===== config.mk =====
export PLATFORM = sky130hd
export DESIGN_NAME = uart_tx_arbiter_flat
export DESIGN_NICKNAME = d
export VERILOG_FILES = /design/src/rtl/uart_tx_arbiter_if.sv /design/src/rtl/uart_tx_arbiter.sv /design/src/flat_wrapper.sv
export SDC_FILE = /design/constraint.sdc
export NUM_CORES = 1
export LEC_CHECK = 0
export ABC_AREA = 1
export ABC_CLOCK_PERIOD_IN_PS = 5300
export CAP_MARGIN = 20
export CORE_MARGIN = 10
export CORE_UTILIZATION = 31
export DETAILED_ROUTE_END_ITERATION = 12
export HOLD_SLACK_MARGIN = 0.06
export PLACE_DENSITY_LB_ADDON = 0.3
export SKIP_LAST_GASP = 1
export SLEW_MARGIN = 20
export SYNTH_ARGS = -nofsm -noshare
export SYNTH_HDL_FRONTEND = slang
export SYNTH_SLANG_ARGS = --single-unit

===== constraint.sdc =====
create_clock -name i_clk -period 5.3 [get_ports i_clk]
set_clock_uncertainty 0.05 [all_clocks]
set_input_delay 1.06 -clock i_clk [delete_from_list [all_inputs] [get_ports i_clk]]
set_output_delay 1.06 -clock i_clk [all_outputs]
set_load 0.02 [all_outputs]

===== src/rtl/uart_tx_arbiter_if.sv =====
// Bundle of requester-side and transmitter-side signals around the UART TX arbiter.
// The slave modport is the arbiter; the master modport is whatever drives requests and the transmitter status.
interface uart_tx_arbiter_if #(
    parameter int N_REQ = 4
);
    localparam int IDW = $clog2(N_REQ);

    logic [N_REQ-1:0]   i_req_valid;
    logic [8*N_REQ-1:0] i_req_byte;
    logic [N_REQ-1:0]   o_req_ready;
    logic [N_REQ-1:0]   o_req_done;
    logic               o_timeout;
    logic               o_busy;
    logic [IDW-1:0]     o_grant_id;
    logic               o_tx_dv;
    logic [7:0]         o_tx_byte;
    logic               i_tx_active;
    logic               i_tx_done;

    modport master (
        output i_req_valid, i_req_byte, i_tx_active, i_tx_done,
        input  o_req_ready, o_req_done, o_timeout, o_busy, o_grant_id, o_tx_dv, o_tx_byte
    );

    modport slave (
        input  i_req_valid, i_req_byte, i_tx_active, i_tx_done,
        output o_req_ready, o_req_done, o_timeout, o_busy, o_grant_id, o_tx_dv, o_tx_byte
    );
endinterface


===== src/rtl/uart_tx_arbiter.sv =====
// Round-robin arbiter sharing one UART transmitter between N_REQ byte requesters,
// with done-edge completion, an inter-frame gap and a watchdog for a stuck transmitter.
module uart_tx_arbiter #(
    parameter int N_REQ          = 4,
    parameter int GAP_CYCLES     = 2,
    parameter int TIMEOUT_CYCLES = 65536
) (
    input logic            i_clk,
    input logic            i_rst_n,
    uart_tx_arbiter_if.slave bus
);
    localparam int IDW = $clog2(N_REQ);
    localparam int TW  = (TIMEOUT_CYCLES > 1) ? $clog2(TIMEOUT_CYCLES) : 1;
    localparam int GW  = (GAP_CYCLES > 0) ? $clog2(GAP_CYCLES + 1) : 1;
    localparam logic [TW-1:0]  TIMEOUT_LAST = TW'(TIMEOUT_CYCLES - 1);
    localparam logic [GW-1:0]  GAP_LAST     = GW'(GAP_CYCLES);
    localparam logic [IDW-1:0] ID_LAST      = IDW'(N_REQ - 1);
    localparam logic [IDW:0]   N_WIDE       = (IDW + 1)'(N_REQ);

    typedef enum logic [1:0] {IDLE, SEND, WAIT_DONE, GAP} state_t;

    state_t           state;
    state_t           state_next;
    logic [IDW-1:0]   ptr;
    logic [IDW-1:0]   grant_id;
    logic [IDW-1:0]   winner;
    logic [IDW-1:0]   grant_inc;
    logic [IDW:0]     search_idx;
    logic             any_valid;
    logic [7:0]       tx_byte;
    logic [TW-1:0]    tmo_cnt;
    logic [GW-1:0]    gap_cnt;
    logic             done_q;
    logic             done_rise;
    logic             timeout_hit;
    logic [N_REQ-1:0] grant_onehot;
    logic [N_REQ-1:0] done_pulse;
    logic             timeout_pulse;
    logic             unused_tx_active;

    // The transmitter's busy flag is status only; the FSM is paced purely by the done edge.
    assign unused_tx_active = bus.i_tx_active;

    assign done_rise    = bus.i_tx_done & ~done_q;
    assign timeout_hit  = (tmo_cnt == TIMEOUT_LAST);
    assign grant_inc    = (grant_id == ID_LAST) ? '0 : grant_id + 1'b1;
    assign grant_onehot = {{(N_REQ-1){1'b0}}, 1'b1} << grant_id;

    // First valid requester at or after the pointer, wrapping modulo N_REQ.
    always_comb begin
        any_valid  = 1'b0;
        winner     = '0;
        search_idx = '0;
        for (int i = 0; i < N_REQ; i++) begin
            search_idx = {1'b0, ptr} + (IDW + 1)'(i);
            if (search_idx >= N_WIDE) begin
                search_idx = search_idx - N_WIDE;
            end
            if (!any_valid && bus.i_req_valid[search_idx[IDW-1:0]]) begin
                any_valid = 1'b1;
                winner    = search_idx[IDW-1:0];
            end
        end
    end

    always_ff @(posedge i_clk or negedge i_rst_n) begin
        if (!i_rst_n) begin
            state <= IDLE;
        end else begin
            state <= state_next;
        end
    end

    always_comb begin
        state_next = state;
        case (state)
            IDLE:      if (any_valid) state_next = SEND;
            SEND:      state_next = WAIT_DONE;
            WAIT_DONE: if (done_rise || timeout_hit) state_next = GAP;
            GAP:       if (gap_cnt == GAP_LAST) state_next = IDLE;
            default:   state_next = IDLE;
        endcase
    end

    // Done takes priority over the watchdog when both land on the same cycle.
    always_ff @(posedge i_clk or negedge i_rst_n) begin
        if (!i_rst_n) begin
            ptr           <= '0;
            grant_id      <= '0;
            tx_byte       <= '0;
            tmo_cnt       <= '0;
            gap_cnt       <= '0;
            done_q        <= 1'b0;
            done_pulse    <= '0;
            timeout_pulse <= 1'b0;
        end else begin
            done_q        <= bus.i_tx_done;
            done_pulse    <= '0;
            timeout_pulse <= 1'b0;
            case (state)
                IDLE: begin
                    if (any_valid) begin
                        grant_id <= winner;
                        tx_byte  <= bus.i_req_byte[int'(winner)*8 +: 8];
                    end
                end
                SEND: begin
                    tmo_cnt <= '0;
                end
                WAIT_DONE: begin
                    if (done_rise) begin
                        done_pulse <= grant_onehot;
                        ptr        <= grant_inc;
                        gap_cnt    <= '0;
                    end else if (timeout_hit) begin
                        timeout_pulse <= 1'b1;
                        ptr           <= grant_inc;
                        gap_cnt       <= '0;
                    end else begin
                        tmo_cnt <= tmo_cnt + 1'b1;
                    end
                end
                GAP: begin
                    if (gap_cnt != GAP_LAST) begin
                        gap_cnt <= gap_cnt + 1'b1;
                    end
                end
                default: begin
                end
            endcase
        end
    end

    always_comb begin
        bus.o_tx_dv     = (state == SEND);
        bus.o_req_ready = (state == SEND) ? grant_onehot : '0;
        bus.o_busy      = (state != IDLE);
        bus.o_req_done  = done_pulse;
        bus.o_timeout   = timeout_pulse;
        bus.o_grant_id  = grant_id;
        bus.o_tx_byte   = tx_byte;
    end
endmodule


===== src/flat_wrapper.sv =====
// flat-port wrapper written by rule: the top's interface ports become plain ports
module uart_tx_arbiter_flat 
#(
    parameter int N_REQ          = 4,
    parameter int GAP_CYCLES     = 2,
    parameter int TIMEOUT_CYCLES = 65536
)
  (i_clk, i_rst_n, bus_i_req_valid, bus_i_req_byte, bus_i_tx_active, bus_i_tx_done, bus_o_req_ready, bus_o_req_done, bus_o_timeout, bus_o_busy, bus_o_grant_id, bus_o_tx_dv, bus_o_tx_byte);
  uart_tx_arbiter_if #(.N_REQ(N_REQ)) bus_i ();
  input logic i_clk;
  input logic i_rst_n;
  input wire logic [$bits(bus_i.i_req_valid)-1:0] bus_i_req_valid;
  input wire logic [$bits(bus_i.i_req_byte)-1:0] bus_i_req_byte;
  input wire logic [$bits(bus_i.i_tx_active)-1:0] bus_i_tx_active;
  input wire logic [$bits(bus_i.i_tx_done)-1:0] bus_i_tx_done;
  output wire logic [$bits(bus_i.o_req_ready)-1:0] bus_o_req_ready;
  output wire logic [$bits(bus_i.o_req_done)-1:0] bus_o_req_done;
  output wire logic [$bits(bus_i.o_timeout)-1:0] bus_o_timeout;
  output wire logic [$bits(bus_i.o_busy)-1:0] bus_o_busy;
  output wire logic [$bits(bus_i.o_grant_id)-1:0] bus_o_grant_id;
  output wire logic [$bits(bus_i.o_tx_dv)-1:0] bus_o_tx_dv;
  output wire logic [$bits(bus_i.o_tx_byte)-1:0] bus_o_tx_byte;
  assign bus_i.i_req_valid = bus_i_req_valid;
  assign bus_i.i_req_byte = bus_i_req_byte;
  assign bus_i.i_tx_active = bus_i_tx_active;
  assign bus_i.i_tx_done = bus_i_tx_done;
  assign bus_o_req_ready = bus_i.o_req_ready;
  assign bus_o_req_done = bus_i.o_req_done;
  assign bus_o_timeout = bus_i.o_timeout;
  assign bus_o_busy = bus_i.o_busy;
  assign bus_o_grant_id = bus_i.o_grant_id;
  assign bus_o_tx_dv = bus_i.o_tx_dv;
  assign bus_o_tx_byte = bus_i.o_tx_byte;
  uart_tx_arbiter #(.N_REQ(N_REQ), .GAP_CYCLES(GAP_CYCLES), .TIMEOUT_CYCLES(TIMEOUT_CYCLES)) u_core (.i_clk(i_clk), .i_rst_n(i_rst_n), .bus(bus_i));
endmodule

Figure 1. The metal 3 layer (run 1).
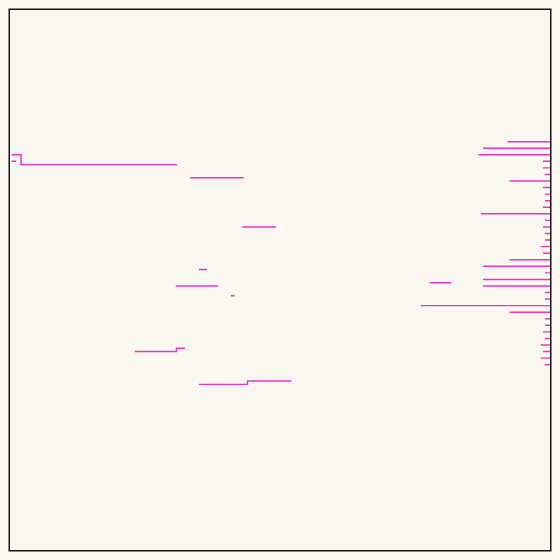
nets with wire on the layer: 41
longest straight run: 32.2 microns
share of all routed wire: 4.1%
main direction: horizontal

Figure 2. Signal wires by layer (run 1).
The bar under the picture is 20 microns long. Two of the layers only.
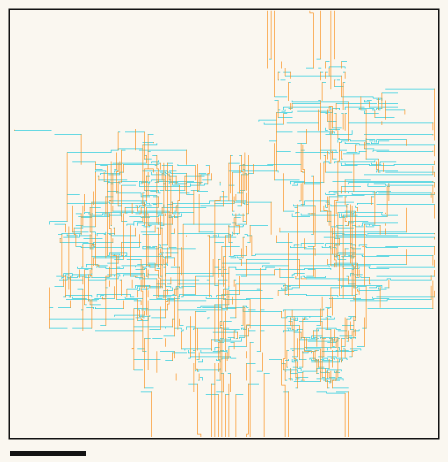
| layer | color | wire length |
|---|---|---|
| met1 | cyan | 3,280 microns |
| met2 | orange | 2,850 microns |

==> run_results.csv, run 1 <==
group,metric,value,unit
final_layout,clk_share,0.0322,
yosys,logic_family,"simple AND/OR/NAND/NOR gates",
hold_path,whs_endpoint,"u_core.bus.o_tx_byte[3]",
sta,tightest_slew,860,ps
final_layout,nets,480,
pwr,power_switching,917,uW
setup_path,rrSetupSlack,2850,ps
run_status,outcome,"completed",
final_layout,largest_cell_class,"combinational gates",
setup_path,path_depth,4,
final_layout,diodes,0,
final_layout,inv_count,64,
hold_path,hold_start,"u_core.bus.o_tx_byte[3]",
detailed_routing,drt_iter0_markers,127,
pwr,leakagePower,0.00166,uW
yosys,yosys-stat-cells,373,
floorplan,rows,33,
sta,finalHoldViolCount,0,
detailed_routing,m1WireLength,3.28,mm
final_layout,areaGrowthSynthToFinish,28.9,%
yosys,avgSynthCellArea,7.03,sq um
clocking,clock_path_buffers,2,
final_layout,design_area,3380,sq um
final_layout,sh_seq_area,0.281,
final_layout,buf_share,0.175,
detailed_routing,first_pass_iters,4,
setup_path,crit_path_max_incr_delay,650,ps
floorplan,fp_util,0.319,
final_layout,comb_share,0.399,
final_layout,final_layout_top_logic_cell,"nand2_1",
placement,dp.cells,528,
yosys,fp_nets,423,
sta,slew_violations,0,
setup_path,crit_top_cell,"inv_1",
final_layout,drive_above_1_share,0.0650,
detailed_routing,drtAntennaViolNets,0,
yosys,ys_warn_count,0,
pwr,p_clk,243,uW
pwr,vdd_ir_drop_max,0.155,mV
run,tool_warnings,33,
pwr,seq_power,435,uW
final_layout,regArea,951,sq um
setup_path,cp_slowest_cell,"clkdlybuf4s50_1",
global_route,grt_util_met3,0.0225,
yosys,netlist_area,2620,sq um
sta,finalClockPeriodUsage,0.545,
setup_path,reg2reg_depth,10,
detailed_routing,viasPerCell,4.50,
yosys,synthArstFlopShare,1.00,
setup_path,cp_max_fo,4,
pwr,internal_power,911,uW
final_layout,buffers,60,
pwr,power_density,541,nW/um^2
sta,fin_ws,2410,ps
floorplan,io_pins,61,
clocking,cts_buffers,5,
detailed_routing,drc_errors,0,
yosys,ys_sh_xor,0.0334,
final_layout,flops,38,
final_layout,clockBufferCount,5,
sta,rsz0062_at_grt,"no",
yosys,ys_sh_aoi,0.0878,
pwr,comb_cell_power,1150,uW
placement,preCtsSetupSlack,2160,ps
floorplan,tapCellCount,105,
yosys,ys_top_cells_by_area,"dfrtp_1 36%, nand2_1 17%, inv_1 8.6%",
sta,whs,438,ps
yosys,yosysChipArea,2620,sq um
clocking,clkSinkCount,38,
setup_path,cp-startpoint,"u_core.state[0]",
final_layout,regMostFlops,"u_core.tmo_cnt",
hold_path,holdPathStages,2,
global_route,grt_max_degree,39,
final_layout,stdcell_count,536,
final_layout,final_cell_mix,"118 x nand2_1, 60 x inv_1, 58 x clkdlybuf4s50_1",
yosys,syn_inst,373,
hold_path,hold_class,"reg2reg",
global_route,grt_pass1_wl,11.5,mm
setup_path,critical_path_buf_inv_count,3,
yosys,synthMuxAreaShare,0,
placement,dpl.hpwl,4.91,mm
pwr,seqPwrFrac,0.238,
placement,gp_congestion,0.860,
pwr,top_power_group,"combinational logic",
final_layout,comb_cells,261,
setup_path,start_kind,"flop",
yosys,top_cell_area_share,0.363,
clocking,clk_pin_slew,80,ps
Figure 3. Metal 2 (run 1).
The bar under the picture is 20 microns long.
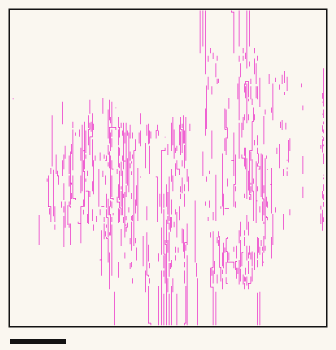
nets with wire on the layer: 350
share of all routed wire: 44%
final WL: 6.47 mm
routed via count: 2,410
GR met2 Demand/Resource: 0.163

==> inputs of run 2 (changes only) <==
Settings changed: ABC_CLOCK_PERIOD_IN_PS 5300 to 2900.
Clock period 5.3 ns to 2.9 ns, I/O delays scaled along.
Figure 4. Signal wires by layer (run 2).
The bar under the picture is 20 microns long. Two of the layers only.
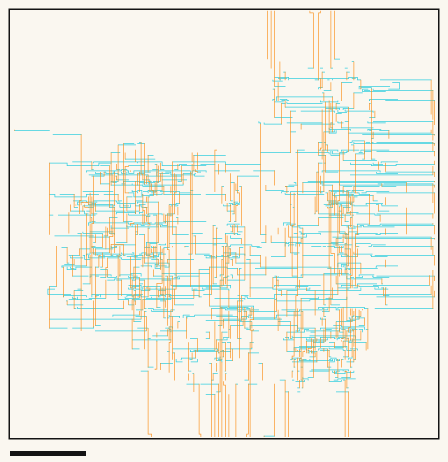
| layer | color | wire length |
|---|---|---|
| met1 | cyan | 3,300 microns |
| met2 | orange | 2,860 microns |

==> run_results.csv, run 2 <==
group,metric,value,unit
setup_path,r2r-start,"u_core.tmo_cnt[0]",
final_layout,n_fill_cell,869,
detailed_routing,viasPerCell,4.58,
final_layout,regMostFlops,"u_core.tmo_cnt",
detailed_routing,drt_iter0_markers,120,
yosys,netlist_area,2620,sq um
yosys,ys_sh_xor,0.0334,
final_layout,buffers,62,
clocking,cts_tree,"built",
final_layout,drive_above_1_share,0.0671,
yosys,ys_warn_count,0,
setup_path,path_depth,4,
yosys,ys_top_cells_by_area,"dfrtp_1 36%, nand2_1 17%, inv_1 8.6%",
detailed_routing,wl,6.52,mm
sta,timing.final.crit_period,2410,ps
setup_path,cp-startpoint,"u_core.state[0]",
pwr,internal_power,1600,uW
setup_path,start_kind,"flop",
sta,tightest_slew,858,ps
final_layout,regArea,951,sq um
pwr,leakagePower,0.00165,uW
clocking,clk_pin_slew,80,ps
pwr,comb_cell_power,2130,uW
pwr,p_clk,347,uW
floorplan,fp.dieW,112,microns
global_route,grt_pass1_wl,11.4,mm
pwr,vdd_ir_drop_max,0.369,mV
final_layout,stdcell_count,537,
sta,rsz0062_at_grt,"no",
run_status,outcome,"completed",
floorplan,rows,33,
detailed_routing,m1WireLength,3.30,mm
final_layout,final_cell_mix,"118 x nand2_1, 60 x inv_1, 58 x clkdlybuf4s50_1",
floorplan,die_h,112,microns
clocking,cts_buffers,5,
run,tool_warnings,33,
setup_path,cp_slowest_cell,"clkdlybuf4s50_1",
final_layout,flops,38,
setup_path,arrival,1780,ps
global_route,grt_pass1_vias,2405,
setup_path,cp_max_fo,4,
final_layout,clockBufferCount,5,
yosys,numSynthFlops,38,
pwr,power_switching,1680,uW
clocking,clock_path_buffers,2,
sta,finalClockPeriodUsage,0.830,
detailed_routing,drtAntennaViolNets,0,
yosys,synthMuxAreaShare,0,
detailed_routing,drc_errors,0,
final_layout,largest_cell_class,"combinational gates",
setup_path,crit_top_cell,"inv_1",
yosys,synthArstFlopShare,1.00,
final_layout,inv_count,64,
detailed_routing,vias,2461,
yosys,most_common_cell,"nand2_1",
final_layout,sh_seq_area,0.283,
yosys,yosysChipArea,2620,sq um
final_layout,design_area,3360,sq um
sta,finalHoldViolCount,0,
final_layout,comb_share,0.401,
pwr,power.share.switching,0.512,
floorplan,io_pins,61,
yosys,avgSynthCellArea,7.03,sq um
yosys,edf_count,0,
final_layout,comb_cells,261,
sta,max-slew-margin-rel,0.428,
final_layout,areaGrowthSynthToFinish,28.4,%
floorplan,chipArea,12500,sq um
floorplan,fp_util,0.319,
setup_path,reg2reg_depth,11,
final_layout,buf_share,0.181,
clocking,post_cts_buffers,0,
pwr,seqPwrFrac,0.243,
setup_path,worstPathRequired,2270,ps
setup_path,critical_path_buf_inv_count,3,
yosys,top_cell_area_share,0.363,
global_route,grt_use_met2,0.166,
final_layout,logic_area,1350,sq um
yosys,simple_gate_area_frac,0.345,
detailed_routing,first_pass_iters,4,
setup_path,rrSetupSlack,760,ps
final_layout,diodes,0,
setup_path,crit_path_max_incr_delay,650,ps
clocking,clkSinkCount,38,
placement,dpl.hpwl,4.96,mm
yosys,ys_sh_aoi,0.0878,
setup_path,r2r-end,"u_core.tmo_cnt[6]",
sta,whs,347,ps
yosys,logic_family,"simple AND/OR/NAND/NOR gates",
final_layout,final_layout_top_logic_cell,"nand2_1",
pwr,top_power_group,"combinational logic",
sta,fin_ws,492,ps
placement,preCtsSetupSlack,379,ps
yosys,fp_nets,423,
yosys,yosys-stat-cells,373,
placement,gp_congestion,0.861,
yosys,syn_inst,373,
sta,setup_viol,0,
final_layout,nets,482,
final_layout,clk_share,0.0234,
global_route,grt_util_met3,0.0220,
global_route,grt.total_usage,0.105,
global_route,grt_max_degree,39,
pwr,power_density,974,nW/um^2
placement,dp.cells,530,
yosys,ys_seq_share,0.363,
pwr,seq_power,796,uW
pwr,combPwrFrac,0.651,
clocking,cts-resized-gates,0,
floorplan,tapCellCount,105,
pwr,total_power,3280,uW
hold_path,hold_class,"in2async",
detailed_routing,met2_length,2.86,mm
sta,slew_violations,0,
==> inputs of run 3 (changes only) <==
Settings changed: ABC_CLOCK_PERIOD_IN_PS 2900 to 2000.
Clock period 2.9 ns to 2 ns, I/O delays scaled along.
Figure 5. The clock network (run 3).
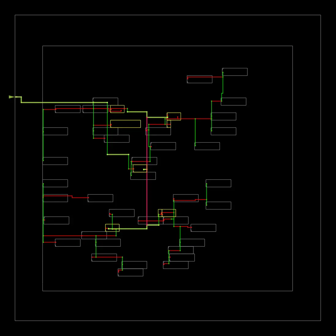
CTS Sinks: 38
Clock group: 631 uW
clk_lat worst skew: 290 ps
Flops: 38
CLK BUF: 7

==> run_results.csv, run 3 <==
group,metric,value,unit
global_route,grt_pass1_vias,2468,
detailed_routing,met2_length,3.24,mm
final_layout,logic_area,1460,sq um
final_layout,sh_seq_area,0.253,
placement,gp_congestion,0.885,
hold_path,hold_class,"reg2reg",
pwr,leakagePower,0.00185,uW
sta,fin_ws,54.0,ps
sta,finalClockPeriodUsage,0.973,
pwr,power_switching,2800,uW
run,tool_warnings,34,
yosys,edf_count,0,
sta,rsz0062_at_grt,"yes",
yosys,synthArstFlopShare,1.00,
final_layout,drive_above_1_share,0.149,
yosys,simple_gate_area_frac,0.345,
detailed_routing,drc_errors,0,
yosys,syn_inst,373,
pwr,top_power_group,"combinational logic",
final_layout,buf_share,0.228,
setup_path,reg2reg_depth,11,
detailed_routing,m1WireLength,3.33,mm
clocking,cts_tree,"built",
global_route,grt_max_degree,39,
yosys,synthMuxAreaShare,0,
placement,dp.cells,551,
clocking,post_cts_buffers,0,
detailed_routing,wl,6.99,mm
sta,timing.final.crit_period,1950,ps
pwr,power_density,1560,nW/um^2
final_layout,nets,513,
detailed_routing,viasPerCell,4.63,
yosys,yosys-stat-cells,373,
final_layout,regArea,951,sq um
pwr,seqPwrFrac,0.190,
placement,dpl.hpwl,5.19,mm
floorplan,fp.dieW,112,microns
sta,finalHoldViolCount,0,
run_status,outcome,"completed",
floorplan,rows,33,
global_route,grt_pass1_wl,11.6,mm
yosys,top_cell_area_share,0.363,
floorplan,fp_util,0.319,
final_layout,final_cell_mix,"114 x nand2_1, 58 x inv_1, 52 x clkdlybuf4s50_1",
pwr,vdd_ir_drop_max,0.463,mV
global_route,grt.total_usage,0.105,
yosys,yosysChipArea,2620,sq um
pwr,comb_cell_power,4100,uW
pwr,power.share.switching,0.480,
setup_path,r2r-end,"u_core.tmo_cnt[6]",
sta,slew_violations,0,
final_layout,areaGrowthSynthToFinish,43.2,%
pwr,seq_power,1110,uW
yosys,avgSynthCellArea,7.03,sq um
final_layout,largest_cell_class,"combinational gates",
sta,tightest_slew,446,ps
global_route,grt_use_met2,0.168,
setup_path,crit_top_cell,"nand2_1",
pwr,combPwrFrac,0.702,
final_layout,stdcell_count,569,
final_layout,comb_share,0.389,
floorplan,io_pins,61,
final_layout,buffers,90,
final_layout,regMostFlops,"u_core.tmo_cnt",
detailed_routing,drtAntennaViolNets,0,
setup_path,cp_slowest_cell,"clkdlybuf4s50_1",
final_layout,diodes,0,
setup_path,arrival,2080,ps
setup_path,r2r-start,"u_core.tmo_cnt[1]",
Power and IR drop assume default switching activity.
